### config.mk
export PLATFORM = sky130hd
export DESIGN_NAME = fast_field_dispatcher
export DESIGN_NICKNAME = d
export VERILOG_FILES = /design/src/rtl/fast_field_dispatcher.sv
export SDC_FILE = /design/constraint.sdc
export NUM_CORES = 2
export LEC_CHECK = 0
export CORE_MARGIN = 4
export CORE_UTILIZATION = 35
export CTS_CLUSTER_SIZE = 25
export DETAILED_ROUTE_END_ITERATION = 7
export DONT_BUFFER_PORTS = 1
export PLACE_DENSITY = 0.58
export SYNTH_ARGS = -nofsm -noshare
export SYNTH_HDL_FRONTEND = slang
export SYNTH_SLANG_ARGS = --single-unit
### constraint.sdc
create_clock -name clk -period 16.76 [get_ports clk]
set_clock_uncertainty 0.1 [all_clocks]
set_input_delay 2.514 -clock clk [delete_from_list [all_inputs] [get_ports clk]]
set_output_delay 2.514 -clock clk [all_outputs]
set_load 0.01 [all_outputs]
### src/rtl/fast_field_dispatcher.sv
// fast_field_dispatcher: issues one message's per-field op words, in field order,
//   to NUM_DEC decoders over valid/ready, counts completions and flags message retirement.
// Latency: accept edge -> first dec_valid next cycle; dec_done -> re-offer next cycle;
//   last retirement edge -> msg_done next cycle.
// Backpressure: msg_ready only while idle; each decoder offer holds op/idx stable until
//   dec_ready, and a stalled decoder stalls the message.
// Ports: msg_valid/msg_ready/msg_num_fields/msg_ops accept side; dec_valid/dec_ready/dec_op/
//   dec_idx/dec_done per-decoder side; fields_done/busy/msg_done/msg_abort status.
// Optional per-slot watchdog enabled by defining FAST_DISPATCH_WATCHDOG_EN.
module fast_field_dispatcher #(
  parameter int NUM_DEC    = 4,
  parameter int MAX_FIELDS = 16,
  parameter int OP_W       = 32,
  parameter int TIMEOUT    = 255,
  localparam int FIDX_W    = (MAX_FIELDS > 1) ? $clog2(MAX_FIELDS) : 1,
  localparam int FCNT_W    = $clog2(MAX_FIELDS + 1)
) (
  input  logic                         clk,
  input  logic                         rst,
  input  logic                         msg_valid,
  output logic                         msg_ready,
  input  logic [FCNT_W-1:0]            msg_num_fields,
  input  logic [MAX_FIELDS*OP_W-1:0]   msg_ops,
  output logic [NUM_DEC-1:0]           dec_valid,
  input  logic [NUM_DEC-1:0]           dec_ready,
  output logic [NUM_DEC*OP_W-1:0]      dec_op,
  output logic [NUM_DEC*FIDX_W-1:0]    dec_idx,
  input  logic [NUM_DEC-1:0]           dec_done,
  output logic [FCNT_W-1:0]            fields_done,
  output logic                         busy,
  output logic                         msg_done,
  output logic                         msg_abort
);

  typedef enum logic [1:0] {ST_IDLE, ST_ISSUE, ST_DRAIN, ST_DONE} state_e;
  typedef enum logic [1:0] {SL_FREE, SL_OFFER, SL_BUSY} slot_e;

  state_e                     state_q, state_d;
  slot_e                      slot_q [NUM_DEC];
  slot_e                      slot_d [NUM_DEC];
  logic [MAX_FIELDS*OP_W-1:0] ops_q, ops_d;
  logic [FCNT_W-1:0]          num_q, num_d;
  logic [FCNT_W-1:0]          ptr_q, ptr_d;
  logic [FCNT_W-1:0]          fdone_q, fdone_d;
  logic [NUM_DEC*OP_W-1:0]    op_q, op_d;
  logic [NUM_DEC*FIDX_W-1:0]  idx_q, idx_d;
  logic                       accept;
  logic [FCNT_W-1:0]          num_clamped;

  assign accept      = (state_q == ST_IDLE) && msg_valid;
  assign num_clamped = (msg_num_fields > FCNT_W'(MAX_FIELDS)) ? FCNT_W'(MAX_FIELDS)
                                                               : msg_num_fields;

`ifdef FAST_DISPATCH_WATCHDOG_EN
  localparam int WD_W = $clog2(TIMEOUT + 1);
  logic [WD_W-1:0] wd_cnt_q [NUM_DEC];
  logic            wd_hit;
  logic            abort_q, abort_d;

  always_comb begin
    wd_hit = 1'b0;
    for (int d = 0; d < NUM_DEC; d++) begin
      if (slot_q[d] != SL_FREE && wd_cnt_q[d] == WD_W'(TIMEOUT)) wd_hit = 1'b1;
    end
  end

  // Counter restarts on every slot state change, so OFFER and BUSY are timed separately.
  always_ff @(posedge clk) begin
    for (int d = 0; d < NUM_DEC; d++) begin
      if (rst || wd_hit || slot_d[d] == SL_FREE || slot_d[d] != slot_q[d]) begin
        wd_cnt_q[d] <= '0;
      end else if (wd_cnt_q[d] != WD_W'(TIMEOUT)) begin
        wd_cnt_q[d] <= wd_cnt_q[d] + WD_W'(1);
      end
    end
  end

  always_ff @(posedge clk) begin
    if (rst) abort_q <= 1'b0;
    else     abort_q <= abort_d;
  end

  assign msg_abort = abort_q;
`else
  logic unused_timeout;
  assign unused_timeout = (TIMEOUT == 0);
  assign msg_abort      = 1'b0;
`endif

  always_comb begin
    logic [MAX_FIELDS*OP_W-1:0] src_ops;
    logic [FCNT_W-1:0]          src_num;
    logic [FCNT_W-1:0]          ptr_v;
    logic [FCNT_W-1:0]          retired;
    logic                       eligible;
    logic                       all_free;

    state_d = state_q;
    slot_d  = slot_q;
    ops_d   = ops_q;
    num_d   = num_q;
    ptr_d   = ptr_q;
    fdone_d = fdone_q;
    op_d    = op_q;
    idx_d   = idx_q;
`ifdef FAST_DISPATCH_WATCHDOG_EN
    abort_d = 1'b0;
`endif

    // On the accept edge, allocate straight from the input bus so the first
    // offers appear one cycle after acceptance.
    src_ops  = accept ? msg_ops : ops_q;
    src_num  = accept ? num_clamped : num_q;
    ptr_v    = accept ? '0 : ptr_q;
    retired  = '0;
    all_free = 1'b1;

    for (int d = 0; d < NUM_DEC; d++) begin
      eligible = 1'b0;
      case (slot_q[d])
        SL_FREE:  eligible = 1'b1;
        SL_OFFER: if (dec_ready[d]) slot_d[d] = SL_BUSY;
        SL_BUSY: begin
          if (dec_done[d]) begin
            slot_d[d] = SL_FREE;
            retired   = retired + FCNT_W'(1);
            eligible  = 1'b1;  // same-cycle reuse of a retiring slot
          end
        end
        default:  slot_d[d] = SL_FREE;
      endcase

      // Ascending decoder index takes consecutive field numbers.
      if ((accept || state_q == ST_ISSUE) && eligible && (ptr_v < src_num)) begin
        slot_d[d]                 = SL_OFFER;
        op_d[d*OP_W +: OP_W]      = src_ops[ptr_v[FIDX_W-1:0]*OP_W +: OP_W];
        idx_d[d*FIDX_W +: FIDX_W] = ptr_v[FIDX_W-1:0];
        ptr_v                     = ptr_v + FCNT_W'(1);
      end

      if (slot_d[d] != SL_FREE) all_free = 1'b0;
    end

    case (state_q)
      ST_IDLE: begin
        if (accept) begin
          ops_d   = msg_ops;
          num_d   = num_clamped;
          ptr_d   = ptr_v;
          fdone_d = '0;
          state_d = (num_clamped == '0) ? ST_DONE : ST_ISSUE;
        end
      end
      ST_ISSUE, ST_DRAIN: begin
        ptr_d   = ptr_v;
        fdone_d = fdone_q + retired;
        // Jump to DONE on the same edge the last slot frees.
        if (ptr_v == num_q) state_d = all_free ? ST_DONE : ST_DRAIN;
      end
      ST_DONE: state_d = ST_IDLE;
      default: state_d = ST_IDLE;
    endcase

`ifdef FAST_DISPATCH_WATCHDOG_EN
    if (wd_hit) begin
      for (int d = 0; d < NUM_DEC; d++) slot_d[d] = SL_FREE;
      ptr_d   = ptr_q;
      fdone_d = fdone_q;
      state_d = ST_IDLE;
      abort_d = 1'b1;
    end
`endif
  end

  always_ff @(posedge clk) begin
    if (rst) begin
      state_q <= ST_IDLE;
      for (int d = 0; d < NUM_DEC; d++) slot_q[d] <= SL_FREE;
      ops_q   <= '0;
      num_q   <= '0;
      ptr_q   <= '0;
      fdone_q <= '0;
      op_q    <= '0;
      idx_q   <= '0;
    end else begin
      state_q <= state_d;
      slot_q  <= slot_d;
      ops_q   <= ops_d;
      num_q   <= num_d;
      ptr_q   <= ptr_d;
      fdone_q <= fdone_d;
      op_q    <= op_d;
      idx_q   <= idx_d;
    end
  end

  always_comb begin
    dec_valid = '0;
    for (int d = 0; d < NUM_DEC; d++) dec_valid[d] = (slot_q[d] == SL_OFFER);
  end

  assign dec_op      = op_q;
  assign dec_idx     = idx_q;
  assign fields_done = fdone_q;
  assign msg_ready   = (state_q == ST_IDLE);
  assign busy        = (state_q != ST_IDLE);
  assign msg_done    = (state_q == ST_DONE);

endmodule

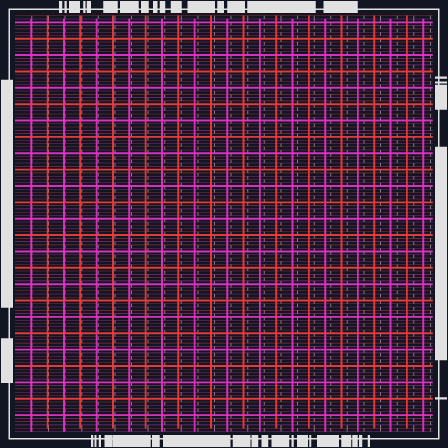
(images/pdn.png)
Pins as bars on the die edge. Tap cells in gray.
- magenta: VSS
- red: VDD
- met5 straps: 25
- met1 rails: 128
x dimension of the die: 355.7 um
maximum VDD drop: 0.2287 mV
area inside the core boundary: 0.1200 mm2
vertical extent of the die: 355.7 um

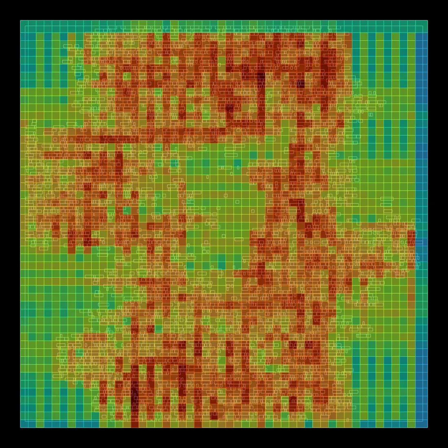
(images/final_congestion.png)
routed wire length per instance: 32.05 um
met3 Track Usage GR: 16.64%

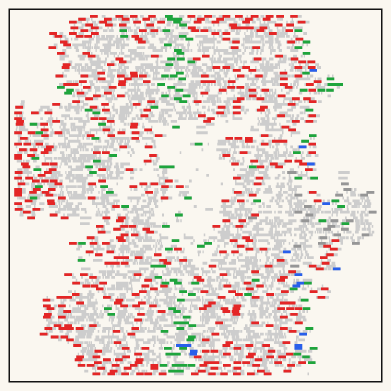
(images/registers.png)
- blue: dec_idx (sequential cells 16)
- red: ops_q (sequential cells 512; where spread over the die)
- green: dec_op (sequential cells 128)
- not colored: 25
sequential cell area: 0.01364 mm2
post-layout utilization of the core: 38.65%
sequential power: 2300 uW
flop share of the area: 29.42%

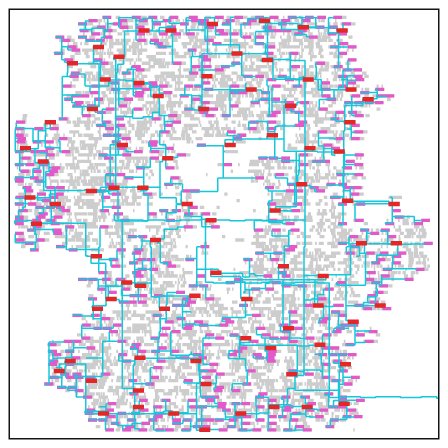
(images/clock_map.png)
- red: cells driving clock nets (count 82)
- cyan: clock wires (length 10900 um)
- magenta: flip-flops (count 681)
- routed clock nets: 83
P_clk: 1970 uW
clock share of power: 15.1%
insertion delay of the later-clocked pin in the worst-skew pair: 0.70 ns

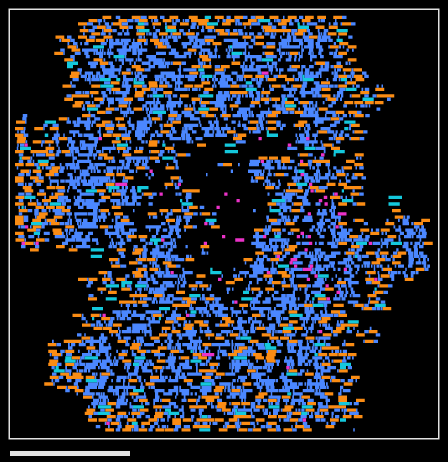
(images/cell_classes.png)
Scale bar: 100 um.
- cyan: clock drivers and dummy loads (cells 150)
- blue: all other logic (cells 3713)
- orange: flip-flops (cells 681)
- magenta: other buffers and delay cells (cells 67)
FP Rows: 127
post-route cell area: 0.04637 mm2

==> summary.rpt <==
RUN STATUS
----------------------------------------------------------------------------------
Run status                                                            finished with violations
Violated checks                                                       capacitance limit, slew limit

ROUTE
----------------------------------------------------------------------------------
Detailed route wirelength on metal3                                       33780 um
Average via count per standard cell                                          6.224
Top Layer Used                                                                met5

LAYOUT
----------------------------------------------------------------------------------
Flip-flop count of the largest register, all copies and words added            512
Final-layout fill cell count                                                 11990
Largest register by flop count                                               ops_q

SETUP PATH
----------------------------------------------------------------------------------
Worst stage delay on the critical path                                     0.85 ns
Setup slack, reg-to-reg                                                    3.83 ns
Startpoint of the worst register-to-register path                       state_q[1]
Maximum net fanout on the critical path                                         74
Worst EP arrival                                                          13.93 ns
Worst setup path end                                                   dec_op[108]
FF-to-FF End                                                           dec_op[108]

PLACEMENT
----------------------------------------------------------------------------------
Number of buffers added on ports                                                 0

FLOW RUN
----------------------------------------------------------------------------------
Max Cap Violations                                                               1

CTS
----------------------------------------------------------------------------------
Number of buffers created by CTS                                                82
Number of clock sinks                                                          681
Clock Root Buffer                                                     sky130_fd_sc_hd__clkbuf_16

YOSYS
----------------------------------------------------------------------------------
Number of unique standard cell types used by synthesis                          68
Floorplan net count                                                           5404
Synth Cell Area                                                        0.04231 mm2
Count of instantiated cells in the yosys netlist                              4849
Dominant register cell in the synthesized netlist                     sky130_fd_sc_hd__dfxtp_1

GLOBAL ROUTE
----------------------------------------------------------------------------------
First-pass GRT wire length                                               279000 um

PWR
----------------------------------------------------------------------------------
Net switching power of the design                                          6496 uW
Switching power as a share of total power                                   49.88%

TIMING
----------------------------------------------------------------------------------
Max Slew Vio Count                                                             356
Number of failing hold endpoints at the final stage                              0
Setup repair after global routing missed its margin                             no

MIN PATH
----------------------------------------------------------------------------------
Type of the most critical hold path                                   flip-flop to flip-flop

DIE
----------------------------------------------------------------------------------
Init Core Util                                                              35.27%

power groups by stage:
stage               combinational (uW)  sequential, uW  clock [uW]
floorplan                         6150            2150           0
global placement                  8360            2320           0
detailed placement                8430            2320           0
CTS                               8470            2290        2000
global route                      9150            2320        2060
finish                            8750            2300        1970
final cells by class:
| cell class | instances | share of cell area, % |
|---|---|---|
| multi-input cells | 3655 | 57.78 |
| flip-flops and latches | 681 | 29.42 |
| clock buffers | 112 | 5.167 |
| well taps | 1612 | 4.349 |
| repair buffers | 67 | 1.252 |
| clock inverters | 38 | 1.133 |
| inverters | 58 | 0.4910 |
| diodes | 75 | 0.4047 |
metrics by stage:
stage,util [%],hold slack [ns]
after global routing,38.59,0.4002
after global placement,36.02,0.3616
after floorplan,-,0.3273
final,38.65,0.3772
after CTS,38.45,0.3697
after detailed placement,36.02,0.3578
Power and IR drop assume default switching activity.
